### src/rtl/fifo_pkg.sv
// Shared FIFO definitions: read-mode selectors and pointer-width helper.
package fifo_pkg;

    localparam int FIFO_STD  = 0;
    localparam int FIFO_FWFT = 1;

    function automatic int ptr_w(input int depth);
        return (depth > 1) ? $clog2(depth) : 1;
    endfunction

endpackage

### src/rtl/fifo_mem_2p.sv
// DEPTH x DATA_W register file: synchronous write port, asynchronous read port.
module fifo_mem_2p
    import fifo_pkg::*;
#(
    parameter int DATA_W = 32,
    parameter int DEPTH  = 16
) (
    input  logic                      i_clk,
    input  logic                      we,
    input  logic [ptr_w(DEPTH)-1:0]   waddr,
    input  logic [DATA_W-1:0]         wdata,
    input  logic [ptr_w(DEPTH)-1:0]   raddr,
    output logic [DATA_W-1:0]         rdata
);

    logic [DATA_W-1:0] mem [DEPTH];

    // Storage is deliberately not reset; occupancy tracking makes stale words invisible.
    always_ff @(posedge i_clk) begin
        if (we) mem[waddr] <= wdata;
    end

    assign rdata = mem[raddr];

endmodule

### src/rtl/sync_fifo_ctrl.sv
// Single-clock FIFO controller: pointers, occupancy, flags, error pulses and read-data path.
module sync_fifo_ctrl
    import fifo_pkg::*;
#(
    parameter int DATA_W     = 32,
    parameter int DEPTH      = 16,
    parameter int AFULL_THR  = DEPTH - 2,
    parameter int AEMPTY_THR = 2,
    parameter int FWFT       = FIFO_STD
) (
    input  logic                    i_clk,
    input  logic                    rst_n,
    input  logic                    i_clr,
    input  logic [DATA_W-1:0]       i_wdata,
    input  logic                    i_wr,
    input  logic                    i_rd,
    output logic [DATA_W-1:0]       o_rdata,
    output logic                    o_wfull,
    output logic                    o_rempty,
    output logic                    o_afull,
    output logic                    o_aempty,
    output logic [$clog2(DEPTH):0]  o_count,
    output logic                    o_overflow,
    output logic                    o_underflow
);

    localparam int PW = ptr_w(DEPTH);
    localparam int CW = $clog2(DEPTH) + 1;
    localparam logic [CW-1:0] FULL_CNT   = CW'(DEPTH);
    localparam logic [CW-1:0] AFULL_CNT  = CW'(AFULL_THR);
    localparam logic [CW-1:0] AEMPTY_CNT = CW'(AEMPTY_THR);

    logic [PW-1:0]     wptr, rptr;
    logic [CW-1:0]     count;
    logic [DATA_W-1:0] mem_rdata;
    logic              rd_ok, wr_ok;

    assign o_count  = count;
    assign o_wfull  = (count == FULL_CNT);
    assign o_rempty = (count == '0);
    assign o_afull  = (count >= AFULL_CNT);
    assign o_aempty = (count <= AEMPTY_CNT);

    // A pop in the same cycle frees a slot, so a write into a full FIFO still lands.
    assign rd_ok = i_rd & ~o_rempty;
    assign wr_ok = i_wr & (~o_wfull | rd_ok);

    always_ff @(posedge i_clk or negedge rst_n) begin
        if (!rst_n) begin
            wptr        <= '0;
            rptr        <= '0;
            count       <= '0;
            o_overflow  <= 1'b0;
            o_underflow <= 1'b0;
        end else if (i_clr) begin
            wptr        <= '0;
            rptr        <= '0;
            count       <= '0;
            o_overflow  <= 1'b0;
            o_underflow <= 1'b0;
        end else begin
            if (wr_ok) wptr <= wptr + 1'b1;
            if (rd_ok) rptr <= rptr + 1'b1;
            case ({wr_ok, rd_ok})
                2'b10:   count <= count + 1'b1;
                2'b01:   count <= count - 1'b1;
                default: count <= count;
            endcase
            o_overflow  <= i_wr & ~wr_ok;
            o_underflow <= i_rd & ~rd_ok;
        end
    end

    fifo_mem_2p #(.DATA_W(DATA_W), .DEPTH(DEPTH)) u_mem (
        .i_clk (i_clk),
        .we    (wr_ok & ~i_clr),
        .waddr (wptr),
        .wdata (i_wdata),
        .raddr (rptr),
        .rdata (mem_rdata)
    );

    generate
        if (FWFT == FIFO_FWFT) begin : g_fwft
            assign o_rdata = o_rempty ? '0 : mem_rdata;
        end else begin : g_std
            logic [DATA_W-1:0] rdata_q;
            always_ff @(posedge i_clk or negedge rst_n) begin
                if (!rst_n)     rdata_q <= '0;
                else if (i_clr) rdata_q <= '0;
                else if (rd_ok) rdata_q <= mem_rdata;
            end
            assign o_rdata = rdata_q;
        end
    endgenerate

endmodule

### config.mk
export PLATFORM = sky130hd
export DESIGN_NAME = sync_fifo_ctrl
export DESIGN_NICKNAME = d
export VERILOG_FILES = /design/src/rtl/fifo_pkg.sv /design/src/rtl/fifo_mem_2p.sv /design/src/rtl/sync_fifo_ctrl.sv
export SDC_FILE = /design/constraint.sdc
export NUM_CORES = 1
export LEC_CHECK = 0
export CAP_MARGIN = 20
export CORE_ASPECT_RATIO = 0.8
export CORE_UTILIZATION = 60
export DETAILED_ROUTE_END_ITERATION = 6
export GPL_TIMING_DRIVEN = 0
export PLACE_DENSITY = 0.85
export REMOVE_ABC_BUFFERS = 1
export SETUP_SLACK_MARGIN = 0.15
export SLEW_MARGIN = 10
export SYNTH_ARGS = -nofsm -noshare
export SYNTH_HDL_FRONTEND = slang
export SYNTH_HIERARCHICAL = 1
export SYNTH_SLANG_ARGS = --single-unit
### constraint.sdc
create_clock -name i_clk -period 9.3 [get_ports i_clk]
set_clock_uncertainty 0.1 [all_clocks]
set_input_delay 0.93 -clock i_clk [delete_from_list [all_inputs] [get_ports i_clk]]
set_output_delay 0.93 -clock i_clk [all_outputs]
set_load 0.03 [all_outputs]
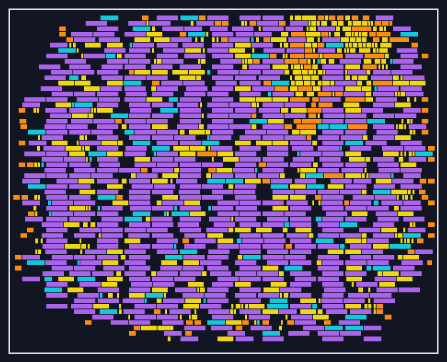
Figure 1: run 1, placement by cell class.
Scale: 2 px per um.
colour	class	cells	share of their area
yellow	all other logic	430	19%
purple	flip-flops	559	68%
orange	other buffers and delay cells	120	6.2%
cyan	clock drivers and dummy loads	96	6.7%
Final Cell Area: 25,100 um^2
core area: 35,000 um^2
Rows: 61

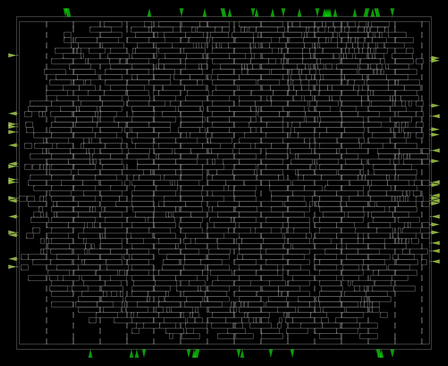
Figure 2: run 1, cell outlines without signal wires.
non-filler cells, final: 1,678
Fill cells: 1,932
final core utilization: 0.716
flop share of the area: 0.660

==> flow_summary.ini, run 1 <==
; implementation run metrics
[pwr]
p_int_mw = 4.49
ir_drop_mv = 0.163
combPwrFrac = 0.180
p_clk_mw = 2.06
seqPwrFrac = 0.479
p_total_mw = 6.04
p_comb_mw = 1.09
seq_cell_power_mw = 2.89

[die]
dieArea_um2 = 36600
die_x_um = 214
fp_util = 0.613
io_pins = 80

[worst_setup_path]
crit_type = in -> reg
rr_worst_depth = 8
path_common_cell = buf_6
cp_max_fo = 13
cp_cell_sequence = clkdlybuf4s50_1 -> o31ai_4 -> nor2_1 -> nand3_1 -> nor3_2 -> buf_6 -> buf_4 -> buf_6
rr_endpoint = u_mem/mem[12][2]
endpoint_kind = flip-flop
endpoint = u_mem/mem[12][2]
slowest_delay_ns = 0.81
arrival_ns = 4.02
reg2reg_from = o_count[2]

[layout]
most-common-layout-cells = edfxtp_1 (512), mux4_2 (128), nand2_1 (103)
mostFrequentLayoutCell = edfxtp_1
drive_above_1_share = 0.232

[final_timing]
fmax_mhz = 261
worstMarginPinSlew_ns = 0.893
final_max_slew_viol_count = 0
final.min_clock_period_ns = 3.83
rsz0062_at_grt = false
max-slew-margin-rel = 0.402

[synthesis]
avgSynthCellArea_um2 = 20.5
syn_area_um2 = 21500
ys_top_logic_family = multiplexers
simple_gate_share = 0.0319
yosys_area_um2 = 21500
edf_count = 512
ys_cells = 1047
async_reset_ff_frac = 0.0841
aoi_share = 0.0399
postSynthSeqShare = 0.771
synthCells = 1047
ys_sh_adder = 0.00385
top_cells_by_area = edfxtp_1 (72%), mux4_2 (13%), dfrtp_1 (5.5%)
flop_cell = edfxtp_1
ys_warn_count = 6
muxShareOfSynthArea = 0.136

[clocking]
clkSinkCount = 559
root_buffer = clkbuf_16
clk_latency_ns = 0.59
cts_made_buffers = 51
path_clk_slew_ns = 0.07
cts.htree.levels = 2
clock_path_buffers = 3
postCtsHoldBufs = 0
ctsResizeCount = 0

[place]
dpl-instance-area_um2 = 23400
gp_congestion = 0.763
dp_hpwl_mm = 28.5
port_buffers = 79

[global_routing]
grtUsageTotal = 0.282
antenna_found_initial = 2
first_global_vias = 11400
grt_max_degree = 56
grt_pass1_wl_mm = 72.1

[outcome]
status = finished, final reports clean

[routing]
drc = 0
wl_per_cell_um = 29.5
dr.pass1.iters = 6
drt_iter0_drc = 1292

[job]
tool_warnings = 25

[worst_hold_path]
worstHoldPathType = in -> async
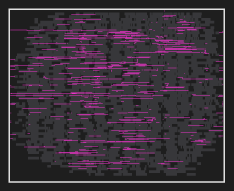
Figure 3: run 1, signal wires on met3.
Scale: 1 px per um. Cells faint in the background.
longest straight run	67.9 um
nets with wire on the layer	183
Post-Route WL: 49.5 mm
M3 GR Usage: 0.0539
Via Count: 11,100

## run 1: cell usage after synthesis, types with 5 or more instances
cell type	instances
buf_6	5
buf_2	5
nor2_1	27
buf_4	12
clkbuf_1	27
dfrtp_1	47
xnor2_1	5
inv_1	5
a21oi_1	36
a22oi_1	64
buf_1	9
edfxtp_1	512
nand2_1	103
mux4_2	128
ha_1	5
## run 1: routing by layer
metal,track usage,wire length [um],part of all wire,up-vias
li1,-,-,-,4525
met1,0.383,18600,0.37,5764
met2,0.467,24900,0.50,717
met3,0.0539,4640,0.094,111
met4,0.0960,1350,0.027,2
met5,0,11,0.00022,-
## run 1: stage by stage
stage                     utilization  worst slack [ns]  cells  hold slack, ns
after floorplan                     -              3.05    989           0.457
after global placement          0.644             0.336   1540           0.409
after detailed placement        0.669              4.97   1581           0.416
after CTS                       0.716              5.53   1677           0.335
after global routing            0.716              5.39   1677           0.358
final                           0.716              5.47   1678           0.313
## run 1: final cells by class
| class | count | area, um^2 | area share |
|---|---|---|---|
| clock buffer | 70 | 1410 | 0.0562 |
| tap | 472 | 591 | 0.0235 |
| antenna | 1 | 2.50 | 0.0000998 |
| timing repair buffer | 120 | 1530 | 0.0609 |
| sequential | 559 | 16600 | 0.660 |
| multi-input combinational | 425 | 4750 | 0.189 |
| clock inverter | 26 | 233 | 0.00928 |
| inverter | 5 | 18.8 | 0.000748 |
## run 1: registers in the layout, summed over array words and instances, names as in the netlist
signal,cells
o_count,5
o_overflow,1
o_rdata,32
o_underflow,1
rptr,4
u_mem/mem,512
wptr,4
## run 1: worst max-delay path: cells and delay by family
family	cells	cell delay [ns]
AND-OR/OR-AND	1	0.20
buffers and inverters	4	1.50
AND/OR/NAND/NOR	3	1.38
Figure 4. Cells by drive strength (run 1).
Scale: 2 px per um.
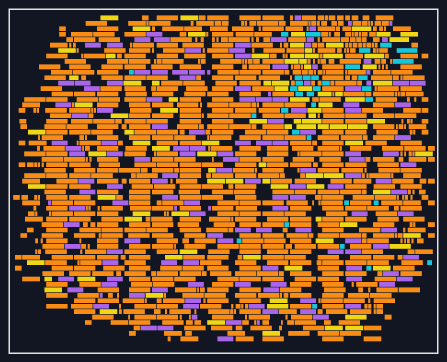

## Run 2: what changed since run 1
clock period = 3.9 ns   (was 9.3 ns; I/O delays follow)
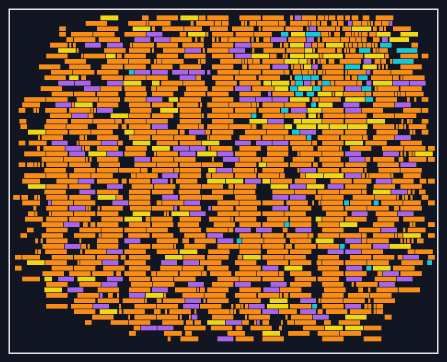
Figure 5: run 2, cells by drive strength.
Scale: 2 px per um.
colour	size	cells	share
purple	drive 2	148	12%
orange	drive 1 or less	927	77%
yellow	drive 6 and up	98	8.1%
cyan	drive 3 to 4	33	2.7%
Area Growth Syn to Fin: 16.8%
worst setup margin: 0.319 ns

==> flow_summary.ini, run 2 <==
; implementation run metrics
[clocking]
cts.htree.levels = 2
root_buffer = clkbuf_16
cts_made_buffers = 51
clock_path_buffers = 3
clkSinkCount = 559
path_clk_slew_ns = 0.07

[routing]
vias = 11100
drc = 0
wl_per_cell_um = 29.4
drt-total-wl_mm = 49.4
dr.pass1.iters = 6

[worst_setup_path]
crit_type = reg -> reg
cp_max_fo = 9
endpoint_kind = flip-flop
arrival_ns = 3.77
path_buffers = 3
cp_cell_sequence = or4_1 -> o31ai_4 -> nor2_1 -> nand3_1 -> nor3_2 -> buf_6 -> buf_4 -> buf_6

[die]
io_pins = 80
std_cell_rows = 61
die_x_um = 214
core_area_um2 = 35000
dieArea_um2 = 36600

[pwr]
seqPwrFrac = 0.479
combPwrFrac = 0.181
ir_drop_mv = 0.390
p_int_mw = 10.7
seq_cell_power_mw = 6.90
p_comb_mw = 2.60
p_clk_mw = 4.90

[synthesis]
flop_cell = edfxtp_1
postSynthSeqShare = 0.771
yosys_area_um2 = 21500
ys_warn_count = 6
syn_area_um2 = 21500
ys_sh_adder = 0.00385
post-synth-top-count-cell = edfxtp_1
top_cells_by_area = edfxtp_1 (72%), mux4_2 (13%), dfrtp_1 (5.5%)
edf_count = 512
ys_cells = 1047
simple_gate_share = 0.0319
muxShareOfSynthArea = 0.136
async_reset_ff_frac = 0.0841

[final_timing]
fmax_mhz = 279
rsz0062_at_grt = false
hold_slack_ns = 0.277
final_max_slew_viol_count = 0

[layout]
drive_above_1_share = 0.231
mostFrequentLayoutCell = edfxtp_1
most-common-layout-cells = edfxtp_1 (512), mux4_2 (128), nand2_1 (103)
fillers = 1931
regMostFlops = u_mem/mem
final_area_um2 = 25100

[worst_hold_path]
worstHoldPathType = in -> reg

[global_routing]
grt_max_degree = 56
grt_pass1_wl_mm = 72.1
antenna_found_initial = 2

[place]
pre_cts_ws_ns = 0.108
gp_congestion = 0.763
port_buffers = 79

[outcome]
status = finished, final reports clean
[run 2: cell counts after synthesis]
No cell type changed its count.
[run 2: per-layer routing]
metal,part of all wire,vias up,global-route usage
met4,0.028,2,0.0960
met5,0.00022,-,0
li1,-,4528,-
met3,0.099,107,0.0539
met1,0.37,5754,0.383
met2,0.51,683,0.467
[run 2: through the flow]
| step | utilization | setup TNS [ns] | instances |
|---|---|---|---|
| 6_report | 0.716 | 0 | 1679 |
| 5_1_grt | 0.716 | 0 | 1678 |
| 4_1_cts | 0.716 | 0 | 1678 |
| 3_5_place_dp | 0.669 | 0 | 1581 |
| 3_3_place_gp | 0.644 | -1670.50 | 1540 |
| 2_1_floorplan | - | -130.77 | 989 |
[run 2: final timing paths]
check,start,to,slack [ns],depth (start not counted)
worst max-delay path,o_count[2],u_mem/mem[12][2],0.32,8
worst min-delay path,i_clr,wptr[3],0.28,2
worst max register to register,o_count[2],u_mem/mem[12][2],0.32,8
worst min register to register,o_rdata[21],o_rdata[21],0.42,2
max in group asynchronous,rst_n,rptr[0],2.84,2
min in group asynchronous,rst_n,o_rdata[1],0.31,2
[run 2: cell type report]
class / instances / area [um^2] / share of cell area
antenna: 1 / 2.50 / 0.0000997
clock buffer: 70 / 1410 / 0.0561
clock inverter: 26 / 233 / 0.00927
inverter: 5 / 18.8 / 0.000748
multi-input combinational: 425 / 4750 / 0.189
sequential: 559 / 16600 / 0.660
tap: 472 / 591 / 0.0235
timing repair buffer: 121 / 1540 / 0.0612
[run 2: timing repair]
action,4_1_cts,5_1_grt
setup endpoints to repair,0,0
endpoints found under the hold margin,47,0
hold buffers,1,0
